### Clock routing, run 1

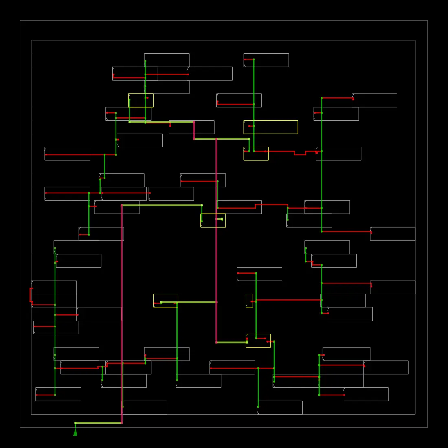
### Sequential cells coloured by netlist name, run 1

Bar = 20 um.
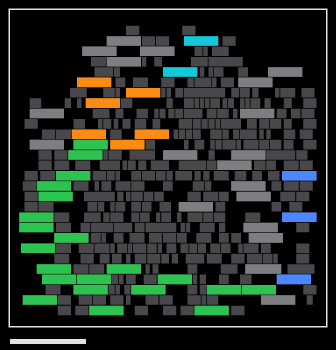
### Layout detail, run 1

Bar = 20 um. Window x 16 to 66, y 33 to 83 um. Cells in grey, sequential cells in the stronger grey; small squares are vias.
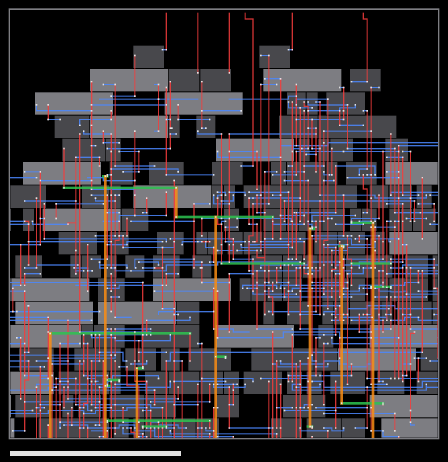
==> config.mk <==
export PLATFORM = sky130hd
export DESIGN_NAME = drop_sequencer_flat
export DESIGN_NICKNAME = d
export VERILOG_FILES = /design/src/rtl/drop_sequencer_if.sv /design/src/rtl/drop_sequencer.sv /design/src/flat_wrapper.sv
export SDC_FILE = /design/constraint.sdc
export NUM_CORES = 1
export LEC_CHECK = 0
export CORE_MARGIN = 2
export CORE_UTILIZATION = 45
export DETAILED_ROUTE_END_ITERATION = 8
export HOLD_SLACK_MARGIN = 0.05
export PLACE_DENSITY = 0.72
export SLEW_MARGIN = 40
export SYNTH_ARGS = -nofsm -noshare
export SYNTH_HDL_FRONTEND = slang
export SYNTH_SLANG_ARGS = --single-unit
==> constraint.sdc <==
create_clock -name i_clk -period 2.11 [get_ports i_clk]
set_input_delay 0.3165 -clock i_clk [delete_from_list [all_inputs] [get_ports i_clk]]
set_output_delay 0.3165 -clock i_clk [all_outputs]
set_load 0.01 [all_outputs]
==> impl_metrics.json, run 1 <==
{
  "cp_cell_sequence": "xor2_1 -> nor4_4 -> buf_4 -> nand2_1 -> or3_4 -> mux2_2",
  "avgSynthCellArea_um2": 10.7,
  "placed_area_um2": 3650,
  "logic_gates": 183,
  "finalSetupViolations": 0,
  "ys_sh_adder": 0.0357,
  "placementRows": 28,
  "inverters": 15,
  "clk_pin_slew_ps": 90,
  "drive_above_1_share": 0.294,
  "cts_root_buffer": "clkbuf_8",
  "top_cells_by_area": "dfrtp_1 (46%), mux2_2 (11%), ha_1 (3.6%), mux2i_1 (3.2%), a21oi_1 (2.9%)",
  "cts.htree.levels": 2,
  "synth.comb.largest_family": "multiplexers",
  "worstSetupEndpointType": "flop",
  "maxCapViolCount": 0,
  "flop_cell": "dfrtp_1",
  "logic_area_um2": 1460,
  "cts_setup_buffers": 3,
  "yosysTopAreaCellShare": 0.455,
  "nWellTaps": 75,
  "powerDensity_nw_per_um2": 1270,
  "ant_nets": 0,
  "drc": 0,
  "clock_buffers": 6,
  "xor_share": 0.0438,
  "outcome": "complete, no violations",
  "netlist_top_cells_count": "dfrtp_1 (51), mux2_2 (27), nor2_1 (20), nand2_1 (17), a21oi_1 (16)",
  "buffers_excl_clock": 94,
  "port-buffer-count": 46,
  "warning_count": 31,
  "fillers": 486,
  "first_global_vias": 2307,
  "ir_drop_mv": 0.660,
  "fmax_mhz": 494,
  "cp_slowest_stage_delay_ps": 430,
  "grt_use_met1": 0.285,
  "ys_area_um2": 2800,
  "pin_count": 47,
  "pre_cts_slack_ps": -438,
  "maxSlewViolCount": 0,
  "grt_pass1_wl_mm": 11.6,
  "clockNetworkAreaShare": 0.0267,
  "clockPowerShare": 0.137,
  "critPathBufInv": 1,
  "routed_wirelength_mm": 6.95,
  "startpoint_type": "flop",
  "vias": 2336,
  "p_int_uw": 2970,
  "wl_met3_um": 255,
  "design.seq.count": 51,
  "mux_share": 0.157,
  "place.gp.congestion": 0.922,
  "yosysTopAreaCell": "dfrtp_1",
  "comb_power_share": 0.533,
  "period_used_share": 0.959,
  "synth_area_um2": 2800,
  "hold_viol": 0,
  "p_leak_uw": 0.00175,
  "synthCells": 261,
  "antenna_found_initial": 0,
  "p_switching_uw": 1900,
  "power_uw": 4870,
  "ys_cells": 261,
  "area_growth_pct": 36.9,
  "fp_util": 0.471,
  "async_flop_share": 1.00,
  "r2r_cells": 6,
  "layout_min_cycle_time_ps": 2020,
  "clk_path_buf_depth": 2,
  "grt_start_max_net_pins": 28,
  "cpLargestDelayFamily": "simple AND/OR/NAND/NOR gates",
  "cts_sinks": 51,
  "antenna_cells": 0,
  "dp.cells": 413,
  "met2_usage": 0.325,
  "max-slew-margin-rel": 0.617,
  "yosysWarnings": 0,
  "comb-cell-share": 0.381,
  "hold_buffers": 1,
  "die_x_um": 82.9,
  "most_common_cell": "dfrtp_1",
  "wire_per_inst_um": 16.4,
  "numSynthFlops": 51,
  "layout.cells.non_filler": 425,
  "synth_nets": 276,
  "drt_iter0_drc": 140,
  "nets": 365,
  "critPathKind": "flop to flop",
  "r2r_setup_slack_ps": 90,
  "worst-path-max-fanout": 4,
  "tns_ps": 0,
  "p_comb_uw": 2590,
  "cts_resized": 7,
  "grt_use_total": 0.208,
  "swShare": 0.390,
  "grt_overflow_total": 0,
  "buffer_area_frac": 0.220,
  "top_power_group": "combinational cells",
  "hp-class": "flop to flop",
  "highest_layer": "met4",
  "cp_slowest_cell": "or3_4",
  "cts_tree": "yes",
  "top_usage_layer": "met2",
  "fin_area_um2": 3840,
  "ys_types": 52,
  "m1WireLength_mm": 3.27,
  "firstDrtPassIters": 4,
  "dieArea_um2": 6880,
  "synth_simple_gate_area_share": 0.131,
  "whs_path_depth": 1,
  "largest_reg_flops": 21,
  "seq_power_share": 0.331,
  "hold_slack_ps": 476
}
## Picture notes: 'Clock routing'
clk latency late pin: 310 ps
Power Clock: 665 uW
final clock skew: 7.45 ps
CTS buffer count: 5

## Picture notes: 'Sequential cells coloured by netlist name'
| netlist name | colour | flops |
|---|---|---|
| u_core.bus.o_piled_count_array | green | 21 |
| u_core.state_reg | cyan | 2 |
| u_core.bus.o_commit_row | blue | 3 |
| u_core.total_reg | orange | 6 |
not coloured: 19
register share of the cell area: 0.333
Seq power: 1610 uW
Util after Layout: 0.644
register area: 1280 um2

## Picture notes: 'Layout detail'
| layer | colour |
|---|---|
| met1 | blue |
| met2 | red |
| met3 | green |
| met4 | orange |
sequential cells in the window: 22
cells with their middle in the window: 156
most frequent: dfrtp_1 (22), buf_4 (15), nand2_1 (11)

run 1: placed cells by master (no fill, tap or decap), types with 2 or more instances in the layout:
master           netlist  layout
o21ai_0               13      12
dfrtp_1               51      50
mux2_2                27      27
clkdlybuf4s50_1        0      43
mux4_2                 2       2
a311oi_2               0       2
nand4_1                3       3
buf_6                  1       3
nand2_4                1       2
xor2_1                 5       5
nor3b_1                2       2
nand3b_1               3       3
o31ai_1                2       2
nand3_1                3       2
nand4b_1               2       2
ha_1                   8       7
mux2i_1                9       9
xnor2_1                9       8
a21oi_1               16      16
clkbuf_8               0       5
inv_1                 15      14
nor3_1                 2       2
buf_4                  0      43
nand2_1               17      15
o21ai_2                1       2
a22oi_1                2       2
o211ai_1               2       2
nand2b_1               5       5
a31oi_1                4       4
o22ai_1                2       2
nor2_1                20      19
### Signal wires on met1, run 1

Bar = 20 um.
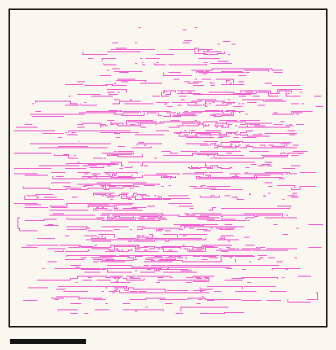

--- run 2 (diff from run 1) ---
--- a/constraint.sdc
+++ b/constraint.sdc
@@ -3,2 +3,2 @@
 set_output_delay 0.3165 -clock i_clk [all_outputs]
-set_load 0.01 [all_outputs]
+set_load 0.05 [all_outputs]
### Signal wires on met1, run 2

Bar = 20 um.
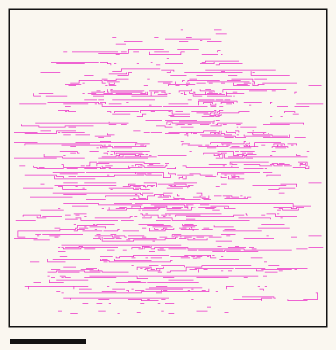
share of all routed wire: 48%
nets with wire on the layer: 325
wire length on this layer: 3,160 um
longest straight run: 41.4 um
drt total wl: 6.57 mm
Vias: 2,260

### Ports around the boundary, run 2

Bar = 20 um. Pins as bars across the die edge, other pins in grey.
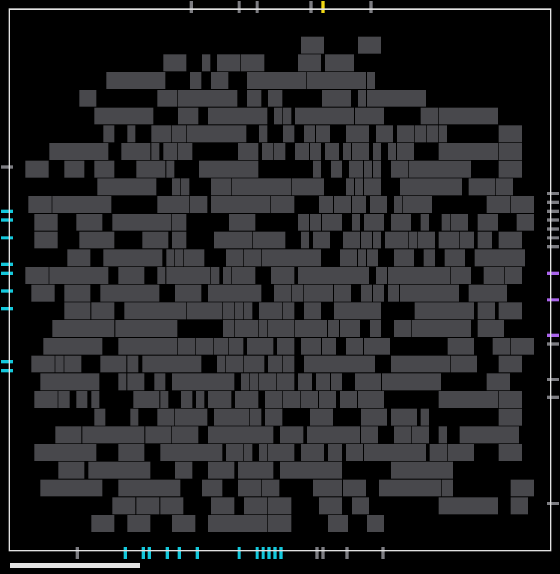
| port | colour | pins | direction | edge |
|---|---|---|---|---|
| bus_o_piled_count_array | cyan | 21 | output | 12 bottom, 9 left |
| bus_o_board_full | yellow | 1 | output | top |
| bus_o_commit_row | purple | 3 | output | right |
Port Buf Inserts: 46
die height: 82.9 um

==> impl_metrics.json, run 2 <==
{
  "outcome": "complete, no violations",
  "firstDrtPassIters": 4,
  "power_uw": 5720,
  "top_cells_by_area": "dfrtp_1 (46%), mux2_2 (11%), ha_1 (3.6%), mux2i_1 (3.2%), a21oi_1 (2.9%)",
  "area_growth_pct": 37.0,
  "cts_root_buffer": "clkbuf_8",
  "fillers": 508,
  "clock_buffers": 6,
  "powerDensity_nw_per_um2": 1490,
  "cp_slowest_stage_delay_ps": 380,
  "drive_above_1_share": 0.333,
  "met3_usage": 0.0358,
  "period_used_share": 0.977,
  "worst-path-max-fanout": 6,
  "hold_slack_ps": 474,
  "m1WireLength_mm": 3.16,
  "r2r_cells": 8,
  "p_leak_uw": 0.00170,
  "final_cell_mix": "clkdlybuf4s50_1 (42), buf_4 (42), dfrtp_1 (34), mux2_2 (25), nor2_1 (18)",
  "async_flop_share": 1.00,
  "hold_viol": 0,
  "netlist_top_cells_count": "dfrtp_1 (51), mux2_2 (27), nor2_1 (20), nand2_1 (17), a21oi_1 (16)",
  "worst-path-stages": 7,
  "edf_count": 0,
  "clk_pin_slew_ps": 90,
  "synthCells": 261,
  "via_per_inst": 5.38,
  "comb-cell-share": 0.387,
  "cpLargestDelayFamily": "multiplexers",
  "ys_cells": 261,
  "clockNetworkAreaShare": 0.0346,
  "yosysTopAreaCellShare": 0.455,
  "cp.required_ps": 2300,
  "yosysWarnings": 0,
  "startpoint_type": "input port",
  "critPathBufInv": 2,
  "grt_start_max_net_pins": 36,
  "ant_nets": 0,
  "seq_share": 0.338,
  "dp_hpwl_mm": 4.97,
  "synth_nets": 276,
  "largest_reg_flops": 21,
  "synth_area_um2": 2800,
  "fin_skew_ps": 6.98,
  "drt_iter0_drc": 125,
  "most_common_cell": "dfrtp_1",
  "grt_use_total": 0.195,
  "ys_types": 52,
  "design.seq.count": 51,
  "fp_util": 0.471,
  "wire_per_inst_um": 15.6,
  "finalSetupViolations": 0,
  "max-slew-margin-rel": 0.656,
  "nWellTaps": 75,
  "antenna_cells": 0,
  "pin_count": 47,
  "buffers_excl_clock": 88,
  "cpMostUsedCell": "mux2_2",
  "cts_sinks": 51,
  "core_area_um2": 5960,
  "cts_tree": "yes",
  "top_usage_layer": "met2",
  "first_global_vias": 2177,
  "seqCellArea_um2": 1300,
  "cp.arrival_ps": 2250,
  "final_util": 0.645,
  "worstSetupEndpointType": "flop",
  "layout_min_cycle_time_ps": 2060,
  "cp_slowest_cell": "a211o_1",
  "critPathKind": "input port to flop",
  "setup_slack_ps": 48.8,
  "tns_ps": 0,
  "fmax_mhz": 485,
  "dr_wl_met2_mm": 3.10,
  "antenna_found_initial": 0,
  "flop_cell": "dfrtp_1",
  "pre_cts_slack_ps": -517,
  "warning_count": 32,
  "logic_gates": 183,
  "cp_cell_sequence": "dlygate4sd2_1 -> buf_4 -> mux2_2 -> o31a_1 -> a211o_1 -> nand2_4 -> mux2_2",
  "placementRows": 28,
  "highest_layer": "met4",
  "yosysTopAreaCell": "dfrtp_1",
  "logic_area_um2": 1490,
  "placed_area_um2": 3640,
  "largestClassByArea": "combinational gates",
  "r2r_setup_slack_ps": 80,
  "wl_met3_um": 220,
  "cts.htree.levels": 2,
  "nets": 359,
  "cts_made_buffers": 5,
  "maxSlewViolCount": 0,
  "maxCapViolCount": 0,
  "fin_area_um2": 3840,
  "clk_path_buf_depth": 2,
  "ys_area_um2": 2800,
  "place.gp.congestion": 0.847,
  "grt_pass1_wl_mm": 10.8,
  "hp-class": "flop to flop",
  "layout.cells.non_filler": 420,
  "grt_overflow_total": 0,
  "whs_path_depth": 1,
  "ir_drop_mv": 0.769,
  "dieArea_um2": 6880,
  "drc": 0,
  "synth_seq_share": 0.455,
  "avgSynthCellArea_um2": 10.7,
  "met2_usage": 0.306,
  "inverters": 15,
  "dp.cells": 405,
  "die_x_um": 82.9,
  "insertion_delay_ps": 310,
  "grt_use_met1": 0.271,
  "buffer_area_frac": 0.201,
  "numSynthFlops": 51,
  "worstMarginPinSlew_ps": 514
}
==> run 2: report_power, final <==
group	internal, uW	leakage (uW)	total [uW]	switching (uW)
Clock	474	0.0000654	792	319
Combinational	1330	0.000995	3280	1950
Sequential	1300	0.000644	1650	348
Total	3100	0.00170	5720	2620
==> run 2: kinds of logic after synthesis <==
group / synth area share
XOR/XNOR: 0.0438
buffers and inverters: 0.0437
AND/OR/NAND/NOR: 0.131
flip-flops: 0.455
adder cells (fa/ha/maj): 0.0357
multiplexers: 0.157
AND-OR/OR-AND: 0.134
==> run 2: timing repair <==
action / 4_1_cts / 5_1_grt
setup buffers: 1 / 5
setup endpoints to repair: 27 / 25
gates resized: 2 / 3
hold buffers: 0 / 1
hold endpoints to repair: 0 / 33
pin swaps: 4 / 4
No activity file was given, so power comes from the tool's default toggle rates.
